[config.mk]
export PLATFORM = sky130hd
export DESIGN_NAME = ikaopll_wrseq
export DESIGN_NICKNAME = d
export VERILOG_FILES = /design/src/rtl/ikaopll_wrseq.sv
export SDC_FILE = /design/constraint.sdc
export NUM_CORES = 1
export LEC_CHECK = 0
export CORE_MARGIN = 2
export CORE_UTILIZATION = 50
export CTS_CLUSTER_DIAMETER = 100
export CTS_CLUSTER_SIZE = 30
export DETAILED_ROUTE_END_ITERATION = 10
export PLACE_DENSITY = 0.69
export REMOVE_ABC_BUFFERS = 1
export SLEW_MARGIN = 20
export SYNTH_ARGS = -nofsm -noshare
export SYNTH_HDL_FRONTEND = slang
export SYNTH_SLANG_ARGS = --single-unit
[constraint.sdc]
create_clock -name i_EMUCLK -period 9.2 [get_ports i_EMUCLK]
set_clock_uncertainty 0.2 [all_clocks]
set_input_delay 1.38 -clock i_EMUCLK [delete_from_list [all_inputs] [get_ports i_EMUCLK]]
set_output_delay 1.38 -clock i_EMUCLK [all_outputs]
set_load 0.01 [all_outputs]
[src/rtl/ikaopll_wrseq.sv]
// Host-bus write sequencer for the OPLL core: a 4-deep {addr,data} queue feeding an
// address-pulse / wait / data-pulse / wait bus cycle, all timed in phiM ticks.
module ikaopll_wrseq #(
    parameter int WR_PULSE  = 2,
    parameter int ADDR_WAIT = 12,
    parameter int DATA_WAIT = 84
) (
    input  logic       i_EMUCLK,
    input  logic       i_RST,
    input  logic       i_phiM_PCEN_n,
    input  logic       i_REQ_VALID,
    output logic       o_REQ_READY,
    input  logic [7:0] i_REQ_ADDR,
    input  logic [7:0] i_REQ_DATA,
    output logic       o_CS_n,
    output logic       o_WR_n,
    output logic       o_A0,
    output logic [7:0] o_D,
    output logic       o_BUSY,
    output logic [2:0] o_FIFO_LEVEL
);
    localparam logic [7:0] WR_LD = 8'(WR_PULSE - 1);
    localparam logic [7:0] AW_LD = 8'(ADDR_WAIT - 1);
    localparam logic [7:0] DW_LD = 8'(DATA_WAIT - 1);

    typedef enum logic [2:0] {
        ST_IDLE,
        ST_A_WR,
        ST_A_WAIT,
        ST_D_WR,
        ST_D_WAIT
    } state_t;

    state_t      state_q, state_d;
    logic [7:0]  cnt_q, cnt_d;
    logic [15:0] fifo_q [4];
    logic [1:0]  wptr_q, rptr_q;
    logic [2:0]  level_q, level_d;
    logic [7:0]  data_q, data_d;
    logic        cs_n_q, cs_n_d;
    logic        a0_q, a0_d;
    logic [7:0]  d_q, d_d;
    logic        tick, push, pop, fifo_empty;
    logic [15:0] head;

    assign tick        = ~i_phiM_PCEN_n;
    assign fifo_empty  = (level_q == 3'd0);
    assign o_REQ_READY = ~i_RST & (level_q != 3'd4);
    assign push        = i_REQ_VALID & o_REQ_READY;
    assign head        = fifo_q[rptr_q];

    always_comb begin
        state_d = state_q;
        cnt_d   = cnt_q;
        pop     = 1'b0;
        if (tick) begin
            case (state_q)
                ST_IDLE: begin
                    if (!fifo_empty) begin
                        state_d = ST_A_WR;
                        cnt_d   = WR_LD;
                        pop     = 1'b1;
                    end
                end
                ST_A_WR: begin
                    if (cnt_q == 8'd0) begin
                        state_d = ST_A_WAIT;
                        cnt_d   = AW_LD;
                    end else begin
                        cnt_d = cnt_q - 8'd1;
                    end
                end
                ST_A_WAIT: begin
                    if (cnt_q == 8'd0) begin
                        state_d = ST_D_WR;
                        cnt_d   = WR_LD;
                    end else begin
                        cnt_d = cnt_q - 8'd1;
                    end
                end
                ST_D_WR: begin
                    if (cnt_q == 8'd0) begin
                        state_d = ST_D_WAIT;
                        cnt_d   = DW_LD;
                    end else begin
                        cnt_d = cnt_q - 8'd1;
                    end
                end
                ST_D_WAIT: begin
                    if (cnt_q == 8'd0) begin
                        if (!fifo_empty) begin
                            state_d = ST_A_WR;
                            cnt_d   = WR_LD;
                            pop     = 1'b1;
                        end else begin
                            state_d = ST_IDLE;
                            cnt_d   = 8'd0;
                        end
                    end else begin
                        cnt_d = cnt_q - 8'd1;
                    end
                end
                default: begin
                    state_d = ST_IDLE;
                    cnt_d   = 8'd0;
                end
            endcase
        end
    end

    // Bus outputs are decoded from the state being entered so they register alongside it.
    always_comb begin
        cs_n_d  = ~((state_d == ST_A_WR) || (state_d == ST_D_WR));
        a0_d    = (state_d == ST_D_WR) || (state_d == ST_D_WAIT);
        d_d     = d_q;
        data_d  = data_q;
        level_d = level_q + 3'(push) - 3'(pop);
        if (pop) begin
            d_d    = head[15:8];
            data_d = head[7:0];
        end else if ((state_q == ST_A_WAIT) && (state_d == ST_D_WR)) begin
            d_d = data_q;
        end
    end

    always_ff @(posedge i_EMUCLK) begin
        if (i_RST) begin
            state_q <= ST_IDLE;
            cnt_q   <= 8'd0;
            wptr_q  <= 2'd0;
            rptr_q  <= 2'd0;
            level_q <= 3'd0;
            cs_n_q  <= 1'b1;
            a0_q    <= 1'b0;
            d_q     <= 8'd0;
        end else begin
            state_q <= state_d;
            cnt_q   <= cnt_d;
            level_q <= level_d;
            cs_n_q  <= cs_n_d;
            a0_q    <= a0_d;
            d_q     <= d_d;
            if (push) wptr_q <= wptr_q + 2'd1;
            if (pop)  rptr_q <= rptr_q + 2'd1;
        end
    end

    always_ff @(posedge i_EMUCLK) begin
        data_q <= data_d;
        if (push) fifo_q[wptr_q] <= {i_REQ_ADDR, i_REQ_DATA};
    end

    assign o_CS_n       = cs_n_q;
    assign o_WR_n       = cs_n_q;
    assign o_A0         = a0_q;
    assign o_D          = d_q;
    assign o_BUSY       = (state_q != ST_IDLE) | ~fifo_empty;
    assign o_FIFO_LEVEL = level_q;
endmodule

==> job_summary.md, run 1 <==
## PnR job results

| Metric | Value |
|---|---|
| Pwr Total | 1410 uW |
| DRT iter0 DRCs | 96 |
| WP depth | 11 |
| Reg-to-Reg End | o_FIFO_LEVEL[2] |
| Root buffer cell | clkbuf_8 |
| Top-area cell share | 0.507 |
| Uppermost layer routed | met4 |
| Synth area leader | edfxtp_1 |
| Min-delay src | rptr_q[1] |
| Share of flip-flops with an asynchronous set or reset | 0 |
| Setup CP Type | in -> reg |
| Hold Path End | rptr_q[1] |
| First-pass GRT wire length | 12.2 mm |
| Chip width | 96.3 microns |
| Chip area in the Yosys report | 0.00426 sq mm |
| Setup crit start kind | input pin |
| Clock buffers | 9 |
| TritonCTS Buffers | 9 |
| GRT Total Usage | 0.180 |
| DP HPWL | 5.10 mm |
| Status | finished, final reports clean |
| Register share after synthesis | 0.648 |
| Inverters | 15 |
| Synth top area cells | edfxtp_1 (51%), dfxtp_1 (14%), mux4_2 (8.5%) |
| Largest net degree at the start of global routing | 32 |
| Sequential cell area | 0.00276 sq mm |
| Hold Worst Slack | 0.306 ns |
| Most common reg cell | edfxtp_1 |
| Tool Warnings | 28 |
| Met1 Use GR | 0.234 |
| WL met2 | 3.77 mm |
| Die Y-Extent | 96.3 microns |
| Clock buffer depth | 2 |
| Post-route DRC | 0 |
| Setup TNS | 0 ns |
| Chip Area | 0.00928 sq mm |
| Postcts setup bufs | 0 |
| Slew Limit Fails | 0 |
| Placed cell area | 0.00468 sq mm |
| N_diodes | 0 |
| Fraction of layout cells with a size suffix above 1 | 0.138 |
| Multi-In Gates | 154 |
| Comb area share | 0.280 |
| Gp weighted congestion | 0.778 |
| Final-stage net count | 348 |
| Clock-cell share | 0.0370 |
| MI comb area | 0.00136 sq mm |
| M2 GR Usage | 0.295 |
| Post-synth regs | 102 |
| Final Cycle Share | 0.512 |
| CP Cell Sequence | clkdlybuf4s50_1 > or3_1 > or2_0 > inv_1 > ha_1 > inv_1 > ha_1 > fa_1 > xnor2_1 > xnor2_1 > nor2_1 |
| Slowest-stage cell, CP | clkdlybuf4s50_1 |
| Worst Path Max Fanout | 16 |
| I/O pin count | 36 |
| Count leader, synth | edfxtp_1 |
| Largest incremental delay on the critical path | 0.83 ns |
| Met3 WL | 335 microns |
| Maximum vdd drop | 118 uV |
| Routed Antenna Nets | 0 |
| Hold Crit Class | reg -> reg |
| Clock Sinks | 102 |
| WHS Path Cells | 2 |
| CTS tree | built |
| Max transition margin | 0.427 |
| Wire length on met1 | 3.37 mm |
| Netlist cell types | 53 |
| Synthesis-to-layout area growth | 14.2% |
| Synth Area per Inst | 14.8 sq um |
| Avg WL per Cell | 17.6 microns |
| Drt pass-1 iters | 4 |
| Pre-CTS setup slack | 4.11 ns |
run 1: placed cells by master (no fill, tap or decap), drive strengths merged, types with 5 or more instances in the layout:
master	Yosys	final
mux2i	8	8
xnor2	6	6
nor2	9	9
edfxtp	72	72
clkbuf	9	9
ha	7	7
nor3	17	17
clkdlybuf4s50	0	35
dfxtp	30	30
mux4	16	16
a21oi	17	17
or3	5	5
inv	15	18
a211oi	9	9
o21ai	5	5
run 1: sequential cells by signal, summed over array words and instances (netlist names), named ones only:
register and cells:
wptr_q 2, o_CS_n 1, data_q 8, o_A0 1
rptr_q 2, fifo_q 64, cnt_q 8, state_q 3
o_FIFO_LEVEL 3, o_D 8
run 1: power breakdown:
group | internal [uW] | switching (uW)
Sequential | 569 | 63.7
Clock | 102 | 160
Combinational | 248 | 268
run_1/density.png
10 x 10 tiles, from white (low) to dark blue (high), 0 to 100% covered.
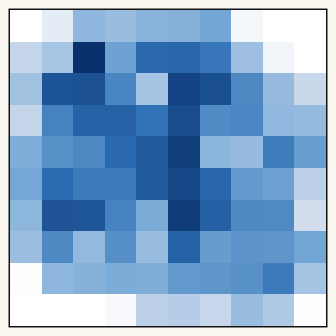
tiles over 75% full: 22%
mean over tiles: 51%
densest ninth of the die: center
nearly empty tiles: 9.0%
fullest tile: 100%
emptiest ninth of the die: upper right
core area: 0.00826 sq mm
FP Util: 0.516
final core utilization: 0.589

run_1/met3.png
The bar under the picture is 20 microns long.
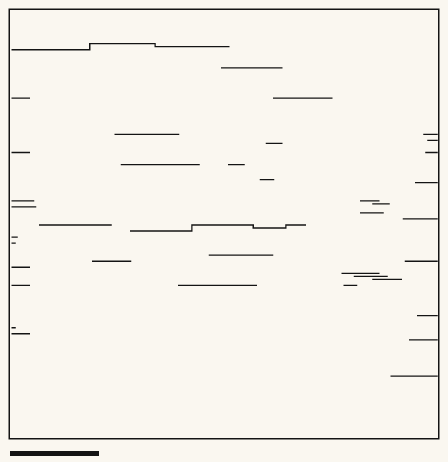
share of all routed wire: 4.4%
wire length on this layer: 336 microns
main direction: horizontal
nets with wire on the layer: 33
longest straight run: 17.5 microns
DR vias: 2,451
met3 usage: 0.0478
final WL: 7.57 mm

run_1/cell_classes.png
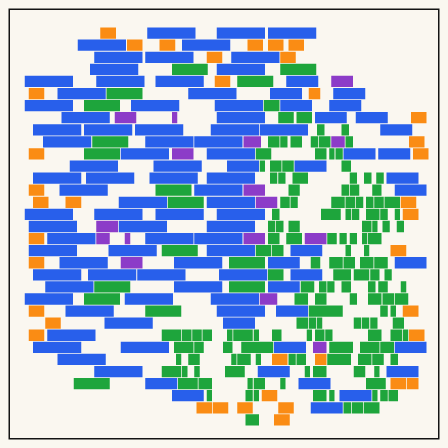
[green] all other logic | cells: 169 | share of their area: 30%
[orange] other buffers and delay cells | cells: 38 | share of their area: 7.9%
[purple] clock drivers and dummy loads | cells: 16 | share of their area: 3.8%
[blue] flops | cells: 102 | share of their area: 58%
post-route cell area: 0.00486 sq mm
# rows: 33
sequential portion of the cell area: 0.568

run_1/final_placement.png
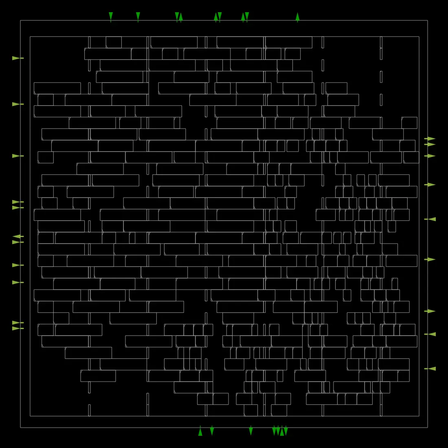
Tap Count: 105
flop count: 102
number of fill cells in the layout: 661
Final Non-Filler Cells: 430

==> run 2, diff against run 1 <==
PLACE_DENSITY = 0.72   (was 0.69)
clock period = 4 ns   (was 9.2 ns; I/O delays follow)
run_2/cell_classes.png
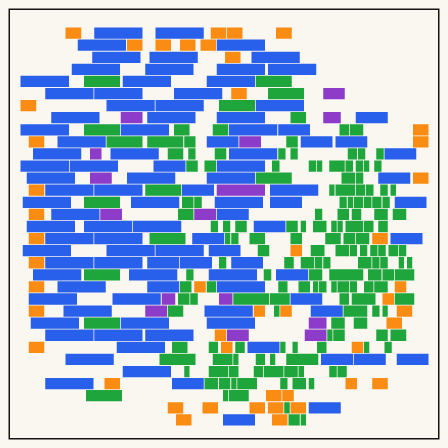
[purple] clock drivers and dummy loads | cells: 15 | share of their area: 4.2%
[orange] other buffers and delay cells | cells: 46 | share of their area: 9.0%
[blue] flops | cells: 102 | share of their area: 57%
[green] all other logic | cells: 169 | share of their area: 29%
final core utilization: 0.599
sequential portion of the cell area: 0.559
post-route cell area: 0.00495 sq mm

==> job_summary.md, run 2 <==
## PnR job results

| Metric | Value |
|---|---|
| Status | finished, final reports clean |
| Fraction of layout cells with a size suffix above 1 | 0.163 (+0.0242) |
| Synth cell count leaders | edfxtp_1 (72), dfxtp_1 (30), a21oi_1 (16), mux4_2 (16), nor3_1 (16) |
| Register share after synthesis | 0.648 (unchanged) |
| Top cells excl fill/tap | edfxtp_1 (72), clkdlybuf4s50_1 (35), dfxtp_1 (30) |
| Buf/Inv on CP | 2 |
| # rows | 33 (unchanged) |
| Synth top area cells | edfxtp_1 (51%), dfxtp_1 (14%), mux4_2 (8.5%) |
| Setup crit start kind | register |
| Synth Area per Inst | 14.8 sq um (unchanged) |
| WP depth | 11 (unchanged) |
| Worst Path Max Fanout | 13 (-3) |
| MI comb area | 0.00136 sq mm (unchanged) |
| Final setup viols | 0 |
| Synth area leader | edfxtp_1 |
| Setup CP Type | reg -> reg |
| Pwr/cell area | 677 mW/mm^2 |
| First-pass GRT wire length | 12.8 mm (+4.6%) |
| Clock buffers | 9 (unchanged) |
| N_diodes | 0 (unchanged) |
| Count leader, synth | edfxtp_1 |
| Gp weighted congestion | 0.867 (+12%) |
| Crit Reg-Reg Startpoint | state_q[1] |
| Clock slew at reported path FFs | 0.09 ns |
| Reg-to-Reg End | o_FIFO_LEVEL[2] |
| Die Y-Extent | 96.3 microns (unchanged) |
| Clock Sinks | 102 (unchanged) |
| Bufs w/o clock | 46 |
| Worst EP required | 4.05 ns |
| Tool Warnings | 28 (unchanged) |
| Netlist cell types | 53 (unchanged) |
| Hold Path End | cnt_q[1] |
| Chip Area | 0.00928 sq mm (unchanged) |
| Routed Antenna Nets | 0 (unchanged) |
| TritonCTS Buffers | 9 (unchanged) |
| NonClk Buf Share | 0.0875 |
| Post-route DRC | 0 (unchanged) |
| Most common reg cell | edfxtp_1 |
| Most flops, register | fifo_q |
| Final-stage net count | 356 (+2.3%) |
| Placed cell area | 0.00474 sq mm (+1.3%) |
| Delay-heaviest family, CP | simple AND/OR/NAND/NOR gates |
| Clock buffer depth | 2 (unchanged) |
| Final Cycle Share | 0.789 |
| Most numerous logic cell after layout | edfxtp_1 |
| Pre-CTS setup slack | 0.577 ns (-3.53 ns) |
| Maximum vdd drop | 351 uV (+200%) |
| Synthesis-to-layout area growth | 16.1% |
| Avg WL per Cell | 18.2 microns (+3.2%) |
| Min-delay src | cnt_q[1] |
| Setup TNS | 0 ns (unchanged) |
| Chip width | 96.3 microns (unchanged) |
| Largest incremental delay on the critical path | 0.53 ns (-0.30 ns) |
| Final Worst Setup Slack | 0.843 ns |
| Mux area share | 0.103 |
| Largest net degree at the start of global routing | 31 (-3.1%) |
| CTS tree | built |
| DP HPWL | 5.14 mm (+0.72%) |
| Drt pass-1 iters | 4 (unchanged) |
| Worst setup path startpoint | state_q[1] |
| Htree depth | 3 |
| Total global routing overflow | 0 |
| Compound-cell area share of the yosys netlist | 0.0907 |
| Root buffer cell | clkbuf_8 |
| Yosys Instances | 288 |
| Top-area cell share | 0.507 (unchanged) |
| Final WL | 7.94 mm (+4.9%) |
| Core area | 0.00826 sq mm (unchanged) |
| CP Cell Sequence | or2_2 > or3_1 > or2_0 > inv_1 > ha_1 > inv_1 > ha_1 > fa_1 > xnor2_1 > xnor2_1 > nor2_1 |
| FMAX | 317 MHz |
| Postcts setup bufs | 0 (unchanged) |
| Post-synth regs | 102 (unchanged) |
| Initial antenna violation count | 0 |
| Cts repair resizes | 0 |
| Sequential cell area | 0.00276 sq mm (unchanged) |
| Max transition margin | 0.407 (-0.0196) |
| Share of flip-flops with an asynchronous set or reset | 0 (unchanged) |
| Chip area in the Yosys report | 0.00426 sq mm (unchanged) |
| EDFF count, synth | 72 |
| Multi-In Gates | 154 (unchanged) |
| GRT Total Usage | 0.189 (+0.00951) |
| Max reg flops | 64 (unchanged) |
| Hold Crit Class | reg -> reg |
| Slew Limit Fails | 0 (unchanged) |
| Synth Cell Area | 0.00426 sq mm |
| Flop count | 102 (unchanged) |
| Clock-cell share | 0.0407 (+0.00369) |
| Slowest-stage cell, CP | or3_1 |
| Tap Count | 105 (unchanged) |
| Least-Margin Pin Slew | 0.889 ns |
| DRT iter0 DRCs | 155 (+61%) |
| WHS Path Cells | 2 (unchanged) |
| Inverters | 15 (unchanged) |
| FP Util | 0.516 (unchanged) |
| I/O pin count | 36 (unchanged) |
| DR vias | 2,494 (+1.8%) |
| Comb area share | 0.275 (-0.00460) |
run_2/final_placement.png
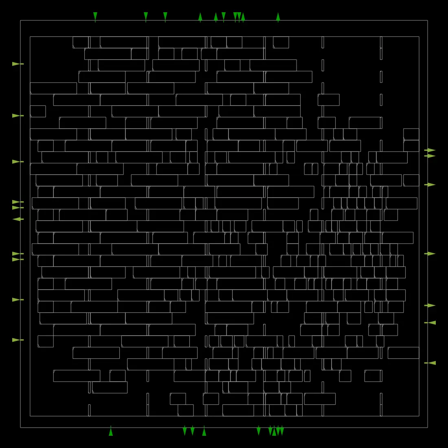
number of fill cells in the layout: 652
Final Non-Filler Cells: 437

[run 2: cell counts after synthesis]
Identical to the previous run, type by type.
[run 2: through the flow]
step | cells | hold slack [ns] | util | total power, uW
2_1_floorplan | 271 | 0.247 | - | 2260
3_3_place_gp | 422 | 0.264 | 0.575 | 2690
3_5_place_dp | 422 | 0.302 | 0.575 | 2710
4_1_cts | 437 | 0.327 | 0.599 | 3380
5_1_grt | 437 | 0.337 | 0.599 | 3560
6_report | 437 | 0.324 | 0.599 | 3350
[run 2: power by group]
part	switching, uW	internal (uW)
Sequential	156	1310
Combinational	627	598
Clock	360	298
[run 2: metal layers]
layer	track usage	vias up	wire length, microns
met4	0.0681	0	114
met2	0.330	72	4250
li1	-	1193	-
met1	0.227	1220	3190
met5	0	-	0
met3	0.0486	9	393
Power figures rest on the tool's default switching activity, not on a simulated workload.
